**Clock nets**

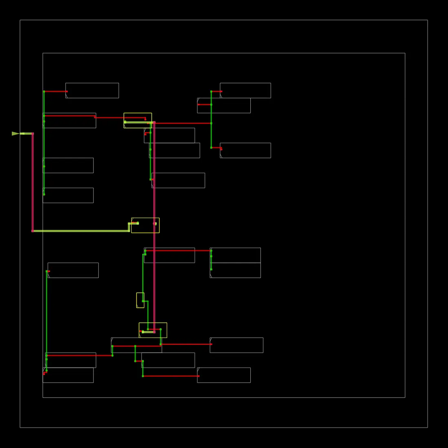
**Logic cells by family**

Scale: 4 px per micron.
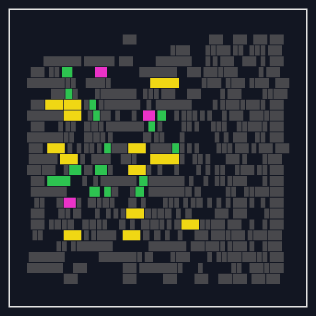
**Where the registers sit**

Scale: 4 px per micron. Other sequential cells in the stronger gray, the rest of the logic in the fainter gray.
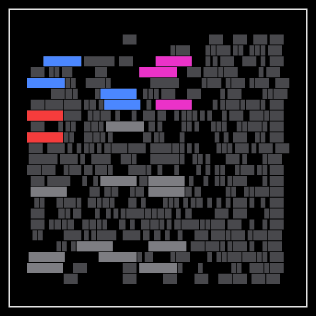
**I/O nets highlighted**

Scale: 6 px per micron.
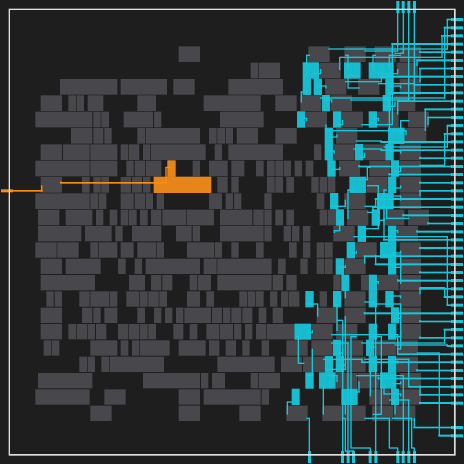
**Routed metal, one color a layer**

Scale: 4 px per micron.
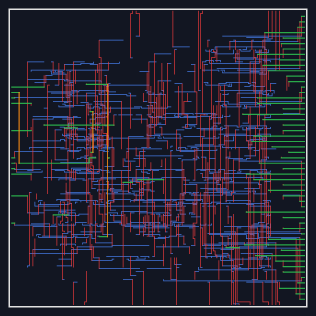
$ cat src/rtl/frog_grid.sv
// Single-frog game tracker: holds the frog as a (col,row) coordinate, turns key
// presses into one-step moves, and handles hazards, lives, round wins and score.
module frog_grid #(
    parameter int COLS      = 8,
    parameter int ROWS      = 8,
    parameter int START_COL = COLS / 2,
    parameter int START_ROW = 0,
    parameter int LIVES     = 3,
    parameter int SCORE_W   = 4
) (
    input  logic                     clk,
    input  logic                     reset,
    input  logic                     L,
    input  logic                     R,
    input  logic                     F,
    input  logic                     B,
    input  logic                     hit,
    input  logic                     restart,
    output logic [ROWS*COLS-1:0]     lightOn,
    output logic [$clog2(COLS)-1:0]  frogCol,
    output logic [$clog2(ROWS)-1:0]  frogRow,
    output logic                     roundWin,
    output logic [3:0]               lives,
    output logic [SCORE_W-1:0]       score,
    output logic                     gameOver
);

    localparam int CW = $clog2(COLS);
    localparam int RW = $clog2(ROWS);
    localparam int NL = ROWS * COLS;
    localparam int IW = $clog2(NL);

    localparam logic [CW-1:0]      START_C   = CW'(START_COL);
    localparam logic [RW-1:0]      START_R   = RW'(START_ROW);
    localparam logic [CW-1:0]      LAST_COL  = CW'(COLS - 1);
    localparam logic [RW-1:0]      GOAL_ROW  = RW'(ROWS - 1);
    localparam logic [3:0]         LIVES_INI = 4'(LIVES);
    localparam logic [SCORE_W-1:0] SCORE_MAX = '1;

    typedef enum logic [1:0] {
        PLAY = 2'd0,
        WIN  = 2'd1,
        OVER = 2'd2
    } state_t;

    state_t               state_reg, state_next;
    logic [CW-1:0]        col_reg, col_next;
    logic [RW-1:0]        row_reg, row_next;
    logic [3:0]           lives_reg, lives_next;
    logic [SCORE_W-1:0]   score_reg, score_next;
    logic [3:0]           prev_reg;

    logic [3:0] keys;
    logic [3:0] press;
    logic       move_valid;

    // Key bit order: [3]=L, [2]=R, [1]=F, [0]=B.
    assign keys       = {L, R, F, B};
    assign press      = keys & ~prev_reg;
    assign move_valid = $onehot(press);

    always_ff @(posedge clk or negedge reset) begin
        if (!reset) begin
            state_reg <= PLAY;
            col_reg   <= START_C;
            row_reg   <= START_R;
            lives_reg <= LIVES_INI;
            score_reg <= '0;
            // All-ones history: keys already held at reset release are not presses.
            prev_reg  <= 4'b1111;
        end else begin
            state_reg <= state_next;
            col_reg   <= col_next;
            row_reg   <= row_next;
            lives_reg <= lives_next;
            score_reg <= score_next;
            prev_reg  <= keys;
        end
    end

    always_comb begin
        state_next = state_reg;
        col_next   = col_reg;
        row_next   = row_reg;
        lives_next = lives_reg;
        score_next = score_reg;
        case (state_reg)
            PLAY: begin
                if (hit) begin
                    if (lives_reg == 4'd1) begin
                        lives_next = 4'd0;
                        state_next = OVER;
                    end else begin
                        lives_next = lives_reg - 4'd1;
                        col_next   = START_C;
                        row_next   = START_R;
                    end
                end else if (move_valid) begin
                    // Wall-blocked presses fall through with the position unchanged.
                    if (press[3] && col_reg != '0)       col_next = col_reg - CW'(1);
                    if (press[2] && col_reg != LAST_COL) col_next = col_reg + CW'(1);
                    if (press[1])                        row_next = row_reg + RW'(1);
                    if (press[0] && row_reg != '0)       row_next = row_reg - RW'(1);
                    if (row_next == GOAL_ROW) begin
                        state_next = WIN;
                        score_next = (score_reg == SCORE_MAX) ? score_reg
                                                              : score_reg + SCORE_W'(1);
                    end
                end
            end
            WIN: begin
                col_next   = START_C;
                row_next   = START_R;
                state_next = PLAY;
            end
            OVER: begin
                if (restart) begin
                    state_next = PLAY;
                    col_next   = START_C;
                    row_next   = START_R;
                    lives_next = LIVES_INI;
                    score_next = '0;
                end
            end
            default: state_next = PLAY;
        endcase
    end

    logic [IW-1:0] frog_idx;
    assign frog_idx = IW'(row_reg) * IW'(COLS) + IW'(col_reg);

    generate
        for (genvar gi = 0; gi < NL; gi++) begin : g_light
            assign lightOn[gi] = (state_reg != OVER) && (frog_idx == IW'(gi));
        end
    endgenerate

    assign frogCol  = col_reg;
    assign frogRow  = row_reg;
    assign roundWin = (state_reg == WIN);
    assign gameOver = (state_reg == OVER);
    assign lives    = lives_reg;
    assign score    = score_reg;

endmodule

$ cat config.mk
export PLATFORM = sky130hd
export DESIGN_NAME = frog_grid
export DESIGN_NICKNAME = d
export VERILOG_FILES = /design/src/rtl/frog_grid.sv
export SDC_FILE = /design/constraint.sdc
export NUM_CORES = 1
export LEC_CHECK = 0
export ABC_AREA = 1
export CORE_MARGIN = 4
export CORE_UTILIZATION = 40
export CTS_CLUSTER_DIAMETER = 80
export CTS_CLUSTER_SIZE = 40
export DETAILED_ROUTE_END_ITERATION = 8
export GPL_TIMING_DRIVEN = 0
export PLACE_DENSITY = 0.8
export SKIP_CTS_REPAIR_TIMING = 1
export SKIP_LAST_GASP = 1
export SYNTH_ARGS = -nofsm -noshare
export SYNTH_HDL_FRONTEND = slang
export SYNTH_SLANG_ARGS = --single-unit
$ cat constraint.sdc
create_clock -name clk -period 5.8 [get_ports clk]
set_input_delay 1.16 -clock clk [delete_from_list [all_inputs] [get_ports clk]]
set_output_delay 1.16 -clock clk [all_outputs]
set_load 0.01 [all_outputs]
==> qor.json <==
{
  "run_status": {
    "status": "finished clean"
  },
  "clock_tree": {
    "tritoncts": "done",
    "ctsRootBufferMaster": "sky130_fd_sc_hd__clkbuf_8",
    "max-clock-path-buffers": 2
  },
  "setup_path": {
    "critical-path-top-delay-family": "buffers and inverters",
    "worstPathBufferInverterCount": 5,
    "required_arrival_time_at_the_worst_endpoint_ns": 4.64,
    "worst_r2r_path_depth": 13,
    "crit_path_end_kind": "output port",
    "critical_path_arrival_ns": 2.49,
    "timing.critical_path.cells": "inv_1, ha_1, buf_12, inv_2, nand3_1, clkbuf_1, nor2_1, clkdlybuf4s50_1"
  },
  "synthesis": {
    "common_cells": "sky130_fd_sc_hd__nor2_1 (82), sky130_fd_sc_hd__nand2_1 (57), sky130_fd_sc_hd__inv_1 (29), sky130_fd_sc_hd__nand3_1 (20), sky130_fd_sc_hd__dfrtp_1 (13)",
    "yosys_warnings": 0,
    "synth.largest_area_cell": "sky130_fd_sc_hd__dfrtp_1",
    "synthesis.area_per_instance_sq_um": 6.53,
    "synth.yosys.num_cells": 267,
    "netlist_area_sq_um": 1740,
    "yosys_register_bits": 20,
    "count_of_library_flops_with_an_enable_pin": 0,
    "yosysTopAreaCellShare_pct": 18.7
  },
  "finish": {
    "seq_share_pct": 18.7,
    "num-fill-cells": 385,
    "seq_area_sq_um": 509,
    "ratio_of_cells_with_drive_above_1_in_the_final_layout_pct": 8.38,
    "layoutNonFillerInstCount": 408,
    "area_growth_syn_to_layout_pct": 56.1,
    "n_all_buffers": 93,
    "multi_input_comb_cells": 207,
    "largest_class": "multi-input combinational cells",
    "insertedDiodeCount": 0,
    "inverters_excl_clock": 34
  },
  "pwr": {
    "combinational_fraction_of_design_power_pct": 65.6,
    "p_switching_w": 0.000476,
    "power.ir.vdd_worst_uv": 244,
    "clock_network_fraction_of_total_power_pct": 9.5,
    "cellPowerDensity_nw_per_um2": 363
  },
  "floorplanning": {
    "chipArea_sq_um": 5480,
    "fp-row-count": 23,
    "nWellTaps": 50
  },
  "route": {
    "via_per_inst": 4.77,
    "drt_first_pass_iters": 4,
    "detailedRoute.firstIterationViolations": 53
  },
  "timing": {
    "final.min_clock_period_ns": 3.65,
    "rsz_0062_raised_after_global_routing": "no",
    "setup_total_negative_slack_ns": 0,
    "slew_headroom_pct": 38.6,
    "min_period_over_period_pct": 62.9
  },
  "place": {
    "dp_hpwl_mm": 4.17,
    "instance_area_after_placement_sq_um": 2680,
    "numPlacedInstances": 404
  },
  "flow_run": {
    "warning_total_across_the_stage_logs": 31
  },
  "global_route": {
    "grt_remaining_overflow": 0,
    "number_of_antenna_violations_at_the_first_check_in_global_routing": 0
  }
}
## Picture notes: 'clock nets'
Layout Skew: 0.00762 ns
Clk power: 0.0000940 W
Seq cells: 20

## Picture notes: 'logic cells by family'
legend:
  yellow:
    family: adder and majority cells
    cells: 13
  green:
    family: inverting AOI/OAI gates
    cells: 15
  magenta:
    family: XOR/XNOR gates
    cells: 3
multi-input logic portion of the cell area: 39.2%
Commonest Layout Cell: sky130_fd_sc_hd__clkdlybuf4s50_1

## Picture notes: 'where the registers sit'
legend:
  red:
    signal: state_reg
    flops: 2
  magenta:
    signal: frogCol
    flops: 3
  blue:
    signal: lives
    flops: 4
    where: top left
fin util: 66.1%
power in sequential cells: 0.000246 W

## Picture notes: 'I/O nets highlighted'
legend:
  orange:
    port: R
    bits: 1
    direction: input
    edge: left
    end_cells: 2
    buffers: 1
    wire: 26.7 microns
  cyan:
    port: lightOn
    bits: 64
    direction: output
    edge: 50 right, 10 bottom, 4 top
    end_cells: 64
    buffers: 64
    wire: 1,090 microns
total of buffers placed on input and output ports: 87
number of top-level pins: 88

## Picture notes: 'routed metal, one color a layer'
legend:
  green:
    layer: metal 3
    wire_length: 447 microns
  blue:
    layer: metal 1
    wire_length: 2,190 microns
  orange:
    layer: metal 4
    wire_length: 66.0 microns
  red:
    layer: metal 2
    wire_length: 2,340 microns
vias post-DR: 1,947
WL final: 5.05 mm
Routed wire per std cell: 12.4 microns
All-Layer GR Usage: 19.3%

-- per-layer routing --
| metal | GRT usage [%] | vias up | part of all wire [%] |
|---|---|---|---|
| met5 | 0 | - | 0 |
| met4 | 5.43 | 0 | 1.3 |
| met3 | 2.84 | 7 | 8.8 |
| met2 | 33.8 | 81 | 46 |
| met1 | 24.7 | 854 | 43 |
| li1 | - | 1005 | - |
-- logic make-up (layout without fill, tap and decap cells) --
logic type               Yosys count  count (layout)  share of synthesized area (%)
AND-OR/OR-AND                     16              16                           6.75
adder cells (fa/ha/maj)           13              13                           10.2
multiplexers                       1               1                          0.574
XOR/XNOR                           3               3                           1.51
flip-flops                        20              20                           29.2
buffers and inverters             40             131                           9.55
AND/OR/NAND/NOR                  174             174                           42.2
No activity file was given, so power comes from the tool's default toggle rates.
